$ cat src/rtl/blue_collision.sv
`default_nettype none
// ============================================================================
// Module   : blue_collision
// Purpose  : Once per frame, latches the blue player's top-left position and
//            probes the external tile map at eight points just outside the
//            player's bounding box (two per side). It then publishes a
//            registered 4-bit collision vector and a fire-hazard flag.
//
// Ports    : clk             - system clock
//            reset           - asynchronous, active-high reset
//            start           - frame tick; starts a sweep when idle
//            current_x       - player left edge, pixels (10 bits)
//            current_y       - player top edge, pixels (9 bits)
//            tile_addr       - map ROM address, row*MAP_COLS + col (11 bits)
//            tile_data       - ROM data, one cycle after tile_addr
//                              (00 empty, 01 wall, 10 water, 11 fire)
//            busy            - high from the cycle after start until done
//            done            - one-cycle pulse when results update
//            collision_state - [0] ground, [1] ceiling, [2] right, [3] left
//            hazard          - fire tile under the player's feet
//
// Revision : 1.0 - initial release
// ============================================================================
module blue_collision #(
  parameter int PLAYER_W = 14,
  parameter int PLAYER_H = 20,
  parameter int SCREEN_W = 640,
  parameter int SCREEN_H = 480,
  parameter int MAP_COLS = 40
) (
  input  logic        clk,
  input  logic        reset,
  input  logic        start,
  input  logic [9:0]  current_x,
  input  logic [8:0]  current_y,
  output logic [10:0] tile_addr,
  input  logic [1:0]  tile_data,
  output logic        busy,
  output logic        done,
  output logic [3:0]  collision_state,
  output logic        hazard
);

  // 11-bit copies of the geometry so all coordinate math stays 11 bits wide.
  localparam logic [10:0] C_W    = 11'(PLAYER_W);
  localparam logic [10:0] C_H    = 11'(PLAYER_H);
  localparam logic [10:0] C_SW   = 11'(SCREEN_W);
  localparam logic [10:0] C_SH   = 11'(SCREEN_H);
  localparam logic [10:0] C_COLS = 11'(MAP_COLS);

  localparam logic [1:0] C_TILE_WALL = 2'b01;
  localparam logic [1:0] C_TILE_FIRE = 2'b11;

  typedef enum logic [1:0] {
    S_IDLE  = 2'd0,
    S_PROBE = 2'd1,
    S_DRAIN = 2'd2,
    S_DONE  = 2'd3
  } state_t;

  // Probe k belongs to side k[2:1]: 0 ground, 1 ceiling, 2 right, 3 left.
  // A side whose probes would leave the playfield is forced solid.
  function automatic logic probe_oob(input logic [2:0]  k,
                                     input logic [10:0] px,
                                     input logic [10:0] py);
    logic oob;
    case (k[2:1])
      2'd0:    oob = (py + C_H) >= C_SH;
      2'd1:    oob = (py == 11'd0);
      2'd2:    oob = (px + C_W) >= C_SW;
      default: oob = (px == 11'd0);
    endcase
    return oob;
  endfunction

  // Map address for probe k; out-of-bounds probes drive address 0.
  function automatic logic [10:0] probe_addr(input logic [2:0]  k,
                                             input logic [10:0] px,
                                             input logic [10:0] py);
    logic [10:0] x;
    logic [10:0] y;
    logic [10:0] col;
    logic [10:0] row;
    case (k)
      3'd0:    begin x = px;              y = py + C_H;          end
      3'd1:    begin x = px + C_W - 11'd1; y = py + C_H;          end
      3'd2:    begin x = px;              y = py - 11'd1;        end
      3'd3:    begin x = px + C_W - 11'd1; y = py - 11'd1;        end
      3'd4:    begin x = px + C_W;        y = py;                end
      3'd5:    begin x = px + C_W;        y = py + C_H - 11'd1;  end
      3'd6:    begin x = px - 11'd1;      y = py;                end
      default: begin x = px - 11'd1;      y = py + C_H - 11'd1;  end
    endcase
    col = x >> 4;
    row = y >> 4;
    if (probe_oob(k, px, py)) begin
      return 11'd0;
    end
    return (row * C_COLS) + col;
  endfunction

  state_t      state_q;
  logic [2:0]  cnt_q;
  logic [10:0] px_q;
  logic [10:0] py_q;
  logic [3:0]  acc_q;
  logic        haz_q;
  logic [10:0] tile_addr_q;
  logic        busy_q;
  logic        done_q;
  logic [3:0]  coll_q;
  logic        hazard_q;

  logic [3:0]  acc_d;
  logic        haz_d;
  logic [2:0]  cap_k;
  logic        cap_en;
  logic        cap_oob;
  logic [10:0] start_px;
  logic [10:0] start_py;
  logic [10:0] start_addr;
  logic [10:0] next_addr;

  // tile_data present in the current cycle belongs to the probe issued one
  // cycle earlier: k-1 while probing, probe 7 in the drain cycle.
  always_comb begin
    cap_k   = (state_q == S_DRAIN) ? 3'd7 : (cnt_q - 3'd1);
    cap_en  = (state_q == S_DRAIN) || ((state_q == S_PROBE) && (cnt_q != 3'd0));
    cap_oob = probe_oob(cap_k, px_q, py_q);
    acc_d   = acc_q;
    haz_d   = haz_q;
    if (cap_en) begin
      if (cap_oob || (tile_data == C_TILE_WALL)) begin
        acc_d[cap_k[2:1]] = 1'b1;
      end
      // Only the two feet probes can report fire, and only when on the map.
      if ((cap_k[2:1] == 2'd0) && !cap_oob && (tile_data == C_TILE_FIRE)) begin
        haz_d = 1'b1;
      end
    end
    // Probe 0 is addressed straight from the inputs so it goes out in the
    // first cycle after start, before the latched position is available.
    start_px   = {1'b0, current_x};
    start_py   = {2'b00, current_y};
    start_addr = probe_addr(3'd0, start_px, start_py);
    next_addr  = probe_addr(cnt_q + 3'd1, px_q, py_q);
  end

  always_ff @(posedge clk or posedge reset) begin
    if (reset) begin
      state_q     <= S_IDLE;
      cnt_q       <= 3'd0;
      px_q        <= 11'd0;
      py_q        <= 11'd0;
      acc_q       <= 4'd0;
      haz_q       <= 1'b0;
      tile_addr_q <= 11'd0;
      busy_q      <= 1'b0;
      done_q      <= 1'b0;
      coll_q      <= 4'd0;
      hazard_q    <= 1'b0;
    end else begin
      case (state_q)
        S_IDLE: begin
          done_q <= 1'b0;
          if (start) begin
            px_q        <= start_px;
            py_q        <= start_py;
            tile_addr_q <= start_addr;
            cnt_q       <= 3'd0;
            acc_q       <= 4'd0;
            haz_q       <= 1'b0;
            busy_q      <= 1'b1;
            state_q     <= S_PROBE;
          end
        end
        S_PROBE: begin
          acc_q <= acc_d;
          haz_q <= haz_d;
          if (cnt_q == 3'd7) begin
            tile_addr_q <= 11'd0;
            cnt_q       <= 3'd0;
            state_q     <= S_DRAIN;
          end else begin
            tile_addr_q <= next_addr;
            cnt_q       <= cnt_q + 3'd1;
          end
        end
        S_DRAIN: begin
          // Publish all four sides at once so no partial sweep is visible.
          acc_q    <= acc_d;
          haz_q    <= haz_d;
          coll_q   <= acc_d;
          hazard_q <= haz_d;
          done_q   <= 1'b1;
          state_q  <= S_DONE;
        end
        default: begin
          done_q  <= 1'b0;
          busy_q  <= 1'b0;
          state_q <= S_IDLE;
        end
      endcase
    end
  end

  assign tile_addr       = tile_addr_q;
  assign busy            = busy_q;
  assign done            = done_q;
  assign collision_state = coll_q;
  assign hazard          = hazard_q;

endmodule
`default_nettype wire

$ cat config.mk
export PLATFORM = sky130hd
export DESIGN_NAME = blue_collision
export DESIGN_NICKNAME = d
export VERILOG_FILES = /design/src/rtl/blue_collision.sv
export SDC_FILE = /design/constraint.sdc
export NUM_CORES = 1
export LEC_CHECK = 0
export ABC_CLOCK_PERIOD_IN_PS = 3500
export CAP_MARGIN = 20
export CORE_ASPECT_RATIO = 1.25
export CORE_MARGIN = 3
export CORE_UTILIZATION = 49
export DETAILED_ROUTE_END_ITERATION = 10
export PLACE_DENSITY_LB_ADDON = 0.08
export SETUP_SLACK_MARGIN = 0.1
export SYNTH_ARGS = -nofsm -noshare
export SYNTH_HDL_FRONTEND = slang
export SYNTH_SLANG_ARGS = --single-unit
$ cat constraint.sdc
create_clock -name clk -period 3.5 [get_ports clk]
set_input_delay 1.05 -clock clk [delete_from_list [all_inputs] [get_ports clk]]
set_output_delay 1.05 -clock clk [all_outputs]
set_load 0.05 [all_outputs]
==> images/power_grid.png <==
Drawn at 4 px/um. Pins as bars on the die edge. Tap cells in gray.
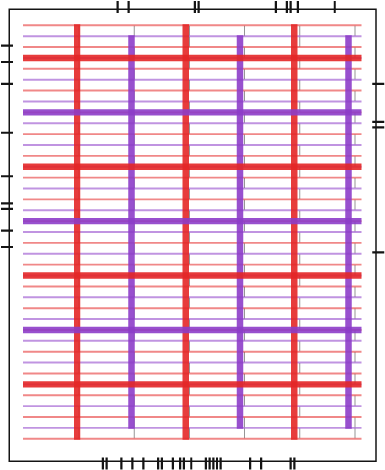
- VDD: purple
- VSS: red
- met4 straps: 6
- rows: 38
- met1 rails: 39
- signal pins: 42
- met5 straps: 7
die height: 112.6 um
Placeable Area: 8748 um2

==> images/placement_by_type.png <==
Drawn at 4 px/um. Fill, decap, tap and diode cells in gray.
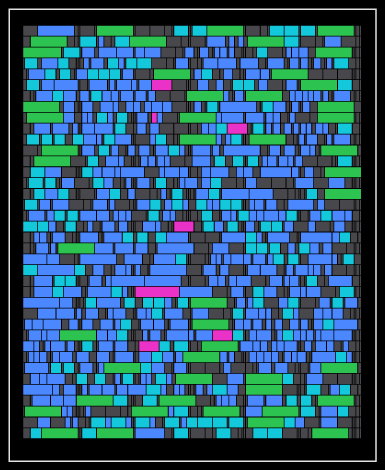
- combinational and other logic: blue (cells 453; share of their area 57%)
- other buffers and delay cells: cyan (cells 160; share of their area 22%)
- flops: green (cells 47; share of their area 19%)
- clock drivers and dummy loads: magenta (cells 7; share of their area 1.7%)
Final Core Density: 70.87%
num rows: 38
Seq/total area: 18.99%
cell area after layout: 6200 um2

==> results.py <==
# Metrics from the implementation run
metrics = {
    "synthesis": {
        "topCellsByArea": "dfrtp_1, ha_1, mux2_2",
        "syn_nets": 596,
        "top_cells_by_count": "nor2_1, dfrtp_1, ha_1",
        "logic_family": "simple AND/OR/NAND/NOR gates",
    },
    "sta": {
        "finalSetupViolations": 5,
        "hold_violations": 0,
        "tightestPinTransition_ps": 795.1,
        "fin_ws_ps": -154.3,
        "fin_worst_skew_ps": 15.01,
    },
    "setup_path": {
        "slowest_stage": "a2111o_1",
        "crit_path_cell_trace": "ha_4 -> nand4b_1 -> a2111o_1 -> buf_4 -> a211oi_2 -> xnor2_1 -> o211a_1 -> inv_1 -> ha_1 -> ha_4 -> a21o_1 -> a21oi_2 -> xnor2_2 -> xnor2_1 -> nand3b_1 -> a31oi_1",
        "crit_cells": 16,
        "ff2ff_path_depth": 16,
        "arrival_ps": 3900,
        "crit_end": "tile_addr[10]",
    },
    "run_status": {
        "violations": "setup timing",
        "status": "finished, violations left",
    },
    "placement": {
        "gp_congestion": 0.9349,
        "placedCellCount": 774,
    },
    "floorplanning": {
        "n_tap_cell": 120,
        "fp_util_pct": 50.94,
    },
    "finish": {
        "mostFrequentLayoutCell": "buf_4",
        "finalNonFillerCells": 787,
        "nNonClkBuffers": 160,
        "clk_share_pct": 1.655,
        "flops": 47,
        "n_antenna_cell": 0,
        "nMultiInputCombCells": 426,
        "syn_to_final_growth_pct": 39.11,
        "regArea_um2": 1177,
        "drive_above_1_share_pct": 32.23,
    },
    "clocking": {
        "cts-resized-gates": 41,
        "cts-root-buf": "clkbuf_8",
        "cts_tree": "done",
        "cts-buffers-inserted": 5,
        "clk_latency_ps": 310,
        "cts_sinks": 47,
    },
    "routing": {
        "wl_met2_mm": 6.651,
        "wl_met1_mm": 5.170,
        "drc": 0,
        "drt_iter0_markers": 156,
    },
    "global_route": {
        "grt_overflow": 0,
        "gr-usage-met2_pct": 46.81,
    },
    "hold_path": {
        "whs_endpoint": "acc_q[0]",
    },
}
==> images/clk_routes.png <==
Drawn at 3 px/um.
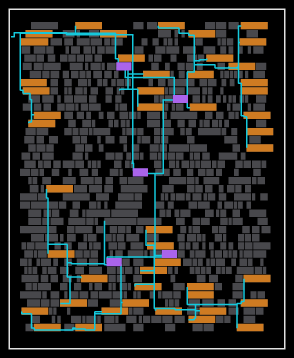
- clock drivers: purple (count 5)
- clock wires: cyan (length 692 um)
- flip-flops: orange (count 47)
- routed clock nets: 6

==> images/wires.png <==
Drawn at 4 px/um.
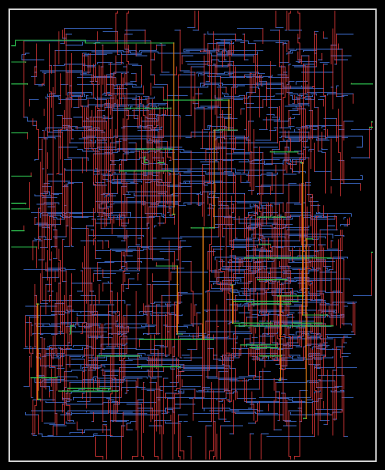
- metal 1: blue (wire length 5,170 um)
- metal 4: orange (wire length 257 um)
- metal 3: green (wire length 379 um)
- metal 2: red (wire length 6,650 um)
Total GRT Usage: 24.67%
Post-Route WL: 12.46 mm
vias: 4,414
wire per inst: 15.83 um

